$ cat config.mk
export PLATFORM = sky130hd
export DESIGN_NAME = bus_arbiter
export DESIGN_NICKNAME = d
export VERILOG_FILES = /design/src/rtl/bus_pkg.sv /design/src/rtl/rr_pick.sv /design/src/rtl/bus_arbiter.sv
export SDC_FILE = /design/constraint.sdc
export NUM_CORES = 1
export LEC_CHECK = 0
export ABC_AREA = 1
export CORE_MARGIN = 1
export CORE_UTILIZATION = 55
export DETAILED_ROUTE_END_ITERATION = 10
export PLACE_DENSITY = 0.82
export SYNTH_ARGS = -nofsm -noshare
export SYNTH_HDL_FRONTEND = slang
export SYNTH_SLANG_ARGS = --single-unit
$ cat constraint.sdc
create_clock -name clk -period 1.95 [get_ports clk]
set_input_delay 0.195 -clock clk [delete_from_list [all_inputs] [get_ports clk]]
set_output_delay 0.195 -clock clk [all_outputs]
set_load 0.01 [all_outputs]
$ cat src/rtl/bus_pkg.sv
// Shared bus definitions: arbiter state encoding, bus control bit positions, width helper.
// Latency: n/a (types and constants only).
// Backpressure: n/a.
package bus_pkg;

  // One-hot arbiter states
  typedef enum logic [2:0] {
    IDLE  = 3'b001,
    GRANT = 3'b010,
    TURN  = 3'b100
  } arb_state_t;

  // Bus control word bit positions, shared with the biu master/slave
  localparam int CTRL_RNW        = 1;
  localparam int CTRL_DATA_VALID = 0;

  // Bits needed to index n items, never less than one
  function automatic int clog2_min1(input int n);
    return (n > 1) ? $clog2(n) : 1;
  endfunction

endpackage

$ cat src/rtl/rr_pick.sv
// Round-robin picker: first requester at or after ptr, wrapping N-1 -> 0.
// Latency: purely combinational.
// Backpressure: none; result follows i_req/i_ptr directly.
module rr_pick #(
  parameter int N = 4,
  parameter int W = 2
) (
  input  logic [N-1:0] i_req,
  input  logic [W-1:0] i_ptr,
  output logic [N-1:0] o_gnt,
  output logic [W-1:0] o_idx,
  output logic         o_any
);

  // Two passes: indices from ptr upward first, then the wrapped-around low indices
  always_comb begin
    o_gnt = '0;
    o_idx = '0;
    o_any = 1'b0;
    for (int i = 0; i < N; i++) begin
      if (!o_any && i_req[i] && (i >= int'(i_ptr))) begin
        o_any    = 1'b1;
        o_gnt[i] = 1'b1;
        o_idx    = W'(i);
      end
    end
    for (int i = 0; i < N; i++) begin
      if (!o_any && i_req[i] && (i < int'(i_ptr))) begin
        o_any    = 1'b1;
        o_gnt[i] = 1'b1;
        o_idx    = W'(i);
      end
    end
  end

endmodule

$ cat src/rtl/bus_arbiter.sv
// Shared tri-state bus arbiter: round-robin, whole-transaction grants, idle turnaround, watchdog.
// Latency: grant registered one cycle after request seen in IDLE; drops one cycle after release/timeout.
// Backpressure: none; masters hold i_req until served, non-owner requests only sampled in IDLE.
module bus_arbiter
  import bus_pkg::*;
#(
  parameter  int NUM_MASTERS    = 4,
  parameter  int TURNAROUND     = 1,
  parameter  int TIMEOUT_CYCLES = 256,
  localparam int OWNER_W        = clog2_min1(NUM_MASTERS)
) (
  input  logic                   clk,
  input  logic                   n_rst,
  input  logic [NUM_MASTERS-1:0] i_req,
  output logic [NUM_MASTERS-1:0] o_gnt,
  output logic [OWNER_W-1:0]     o_owner,
  output logic                   o_busy,
  output logic                   o_timeout
);

  localparam int HOLD_W = clog2_min1(TIMEOUT_CYCLES + 1);
  localparam int TURN_W = clog2_min1(TURNAROUND);

  localparam logic [TURN_W-1:0]  TURN_LAST = TURN_W'(TURNAROUND - 1);
  localparam logic [OWNER_W-1:0] LAST_IDX  = OWNER_W'(NUM_MASTERS - 1);
  localparam logic [HOLD_W-1:0]  HOLD_MAX  = '1;

  arb_state_t             r_state;
  arb_state_t             w_state_nxt;
  logic [OWNER_W-1:0]     r_ptr;
  logic [OWNER_W-1:0]     r_owner;
  logic [OWNER_W-1:0]     w_owner_nxt;
  logic [NUM_MASTERS-1:0] r_gnt;
  logic [NUM_MASTERS-1:0] w_gnt_nxt;
  logic                   r_busy;
  logic                   w_busy_nxt;
  logic                   r_timeout;
  logic                   w_timeout_nxt;
  logic [HOLD_W-1:0]      r_hold;
  logic [TURN_W-1:0]      r_turn;

  logic [NUM_MASTERS-1:0] w_pick_gnt;
  logic [OWNER_W-1:0]     w_pick_idx;
  logic                   w_pick_any;
  logic                   w_owner_req;
  logic                   w_timeout_hit;
  logic                   w_release;

  rr_pick #(
    .N(NUM_MASTERS),
    .W(OWNER_W)
  ) u_pick (
    .i_req (i_req),
    .i_ptr (r_ptr),
    .o_gnt (w_pick_gnt),
    .o_idx (w_pick_idx),
    .o_any (w_pick_any)
  );

  // The current cycle is the last one the watchdog allows, so the grant drops on this edge
  assign w_owner_req   = i_req[r_owner];
  assign w_timeout_hit = (TIMEOUT_CYCLES != 0) && (int'(r_hold) >= TIMEOUT_CYCLES - 1);
  assign w_release     = w_timeout_hit || !w_owner_req;

  // State register
  always_ff @(posedge clk or negedge n_rst) begin
    if (!n_rst) begin
      r_state <= IDLE;
    end else begin
      r_state <= w_state_nxt;
    end
  end

  // Next-state: grant on any request in IDLE, leave GRANT on release or watchdog, TURN is timed
  always_comb begin
    w_state_nxt = r_state;
    case (r_state)
      IDLE:    if (w_pick_any) w_state_nxt = GRANT;
      GRANT:   if (w_release) w_state_nxt = TURN;
      TURN:    if (r_turn == TURN_LAST) w_state_nxt = IDLE;
      default: w_state_nxt = IDLE;
    endcase
  end

  // Next values of the registered outputs; owner index is kept while idle
  always_comb begin
    w_gnt_nxt     = r_gnt;
    w_owner_nxt   = r_owner;
    w_busy_nxt    = r_busy;
    w_timeout_nxt = 1'b0;
    case (r_state)
      IDLE: begin
        if (w_pick_any) begin
          w_gnt_nxt   = w_pick_gnt;
          w_owner_nxt = w_pick_idx;
          w_busy_nxt  = 1'b1;
        end
      end
      GRANT: begin
        if (w_release) begin
          w_gnt_nxt     = '0;
          w_busy_nxt    = 1'b0;
          // Watchdog wins even if the owner released on the same cycle
          w_timeout_nxt = w_timeout_hit;
        end
      end
      default: begin
        w_gnt_nxt  = '0;
        w_busy_nxt = 1'b0;
      end
    endcase
  end

  // Output registers
  always_ff @(posedge clk or negedge n_rst) begin
    if (!n_rst) begin
      r_gnt     <= '0;
      r_owner   <= '0;
      r_busy    <= 1'b0;
      r_timeout <= 1'b0;
    end else begin
      r_gnt     <= w_gnt_nxt;
      r_owner   <= w_owner_nxt;
      r_busy    <= w_busy_nxt;
      r_timeout <= w_timeout_nxt;
    end
  end

  // Round-robin pointer moves past the winner; hold and turnaround counters track state dwell
  always_ff @(posedge clk or negedge n_rst) begin
    if (!n_rst) begin
      r_ptr  <= '0;
      r_hold <= '0;
      r_turn <= '0;
    end else begin
      case (r_state)
        IDLE: begin
          if (w_pick_any) begin
            r_ptr  <= (w_pick_idx == LAST_IDX) ? '0 : w_pick_idx + OWNER_W'(1);
            r_hold <= '0;
          end
        end
        GRANT: begin
          if (r_hold != HOLD_MAX) r_hold <= r_hold + HOLD_W'(1);
          r_turn <= '0;
        end
        TURN: begin
          if (r_turn != TURN_LAST) r_turn <= r_turn + TURN_W'(1);
        end
        default: ;
      endcase
    end
  end

  assign o_gnt     = r_gnt;
  assign o_owner   = r_owner;
  assign o_busy    = r_busy;
  assign o_timeout = r_timeout;

endmodule
==> images/pdn.png <==
Pins as bars on the die edge.
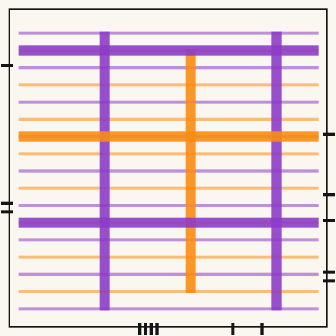
VDD -> orange
VSS -> purple
met1 rails = 17
signal pins = 14
rows = 16
met4 straps = 3
Chip Width: 49.9 microns
maximum VDD drop: 0.913 mV
Core ar.: 2060 sq um
Die Ht: 49.9 microns

==> images/cell_classes.png <==
The bar under the picture is 10 microns long.
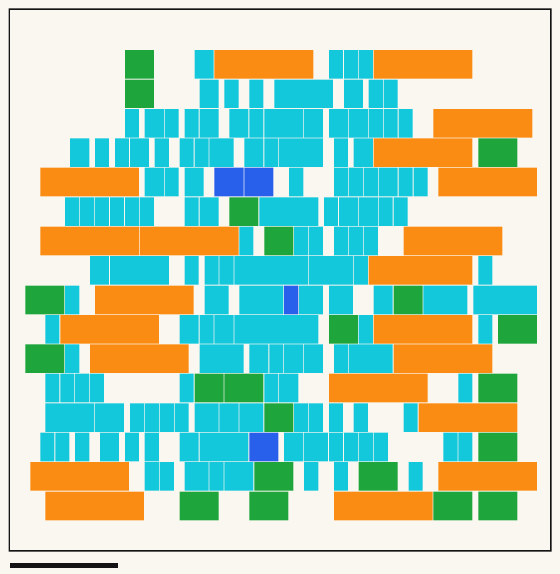
all other logic -> cyan  # cells 146, share of their area 51%
other buffers and delay cells -> green  # cells 21, share of their area 13%
flops -> orange  # cells 21, share of their area 35%
clock drivers and dummy loads -> blue  # cells 4, share of their area 1.7%
fin area: 1540 sq um
row count: 16
Util after Layout: 0.746
Seq area share: 0.342

==> images/clock_map.png <==
The bar under the picture is 10 microns long.
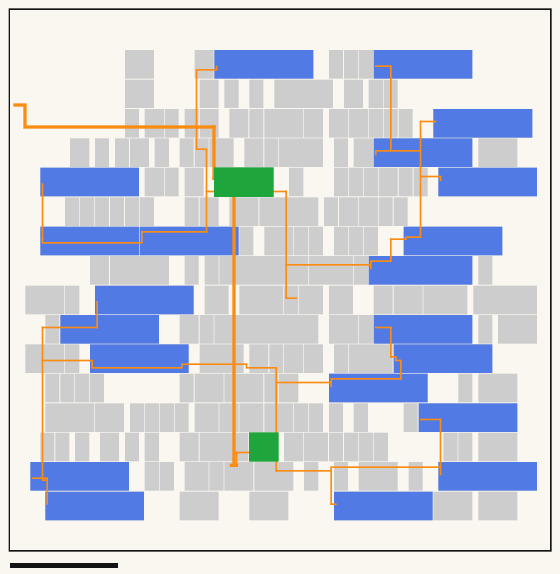
clock wires -> orange  # length 261 microns
cells driving clock nets -> green  # count 3
flip-flops -> blue  # count 21
routed clock nets = 4

==> images/metal_stack.png <==
Only two layers are drawn.
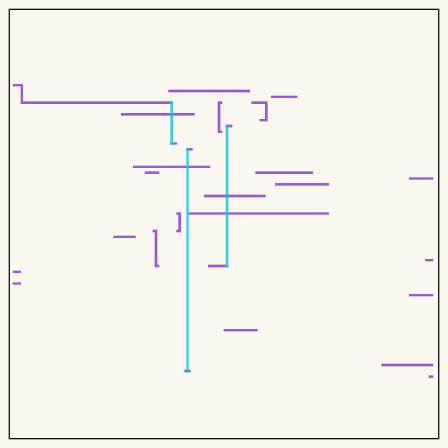
met3 -> purple  # wire length 124 microns
met4 -> cyan  # wire length 46.9 microns
Total Wirelength: 2860 microns
Tot GR Track Use: 0.244
Vias: 1202

==> reports/metrics.cfg <==
[final_layout]
seq_cells=21
mi_logic_area_sq_um=691
largest_reg_flops=9
buffers=21

[clock_network]
clk_latency_ns=0.31
cts_htree_levels=1

[job]
warnings=27

[floorplan]
initial_core_util=0.612

[pwr]
power_leakage_nw=0.768

[sta]
holdWs_ns=0.228

[routing]
routed_via_density=5.49
wl_met3_microns=123
wl_met1_microns=1260

[run_status]
status=finished clean

[global_routing]
antenna_found_initial=0
grt_pass1_wl_microns=4620

[yosys]
yosys.stat.seqShare=0.417
synth_nets=178
synthFlopType=dfrtp_1
most_common_cell=nand2_1

[worst_setup_path]
worstPathMaxFanout=4

==> kinds of logic (layout without fill, tap and decap cells) <==
kind of cell,count (synthesis),count (layout),share of synthesized area
compound gates,15,15,0.0723
simple gates,108,108,0.405
flops,21,21,0.417
fa+ha+maj,4,4,0.0396
buf+inv,20,44,0.0654
==> report_power, final <==
| group | leakage, nW | total, mW | switching, mW | internal [mW] |
|---|---|---|---|---|
| registers | 0.280 | 0.635 | 0.0879 | 0.548 |
| clock network | 0.0150 | 0.219 | 0.139 | 0.0799 |
| logic | 0.473 | 0.947 | 0.543 | 0.404 |
==> worst max-delay path, delay by kind of cell, from the launching register on <==
family / cells / cell delay, ns
compound gates: 1 / 0.09
fa+ha+maj: 2 / 0.40
buf+inv: 2 / 0.22
flops: 1 / 0.40
simple gates: 7 / 0.70
Power figures rest on the tool's default switching activity, not on a simulated workload.
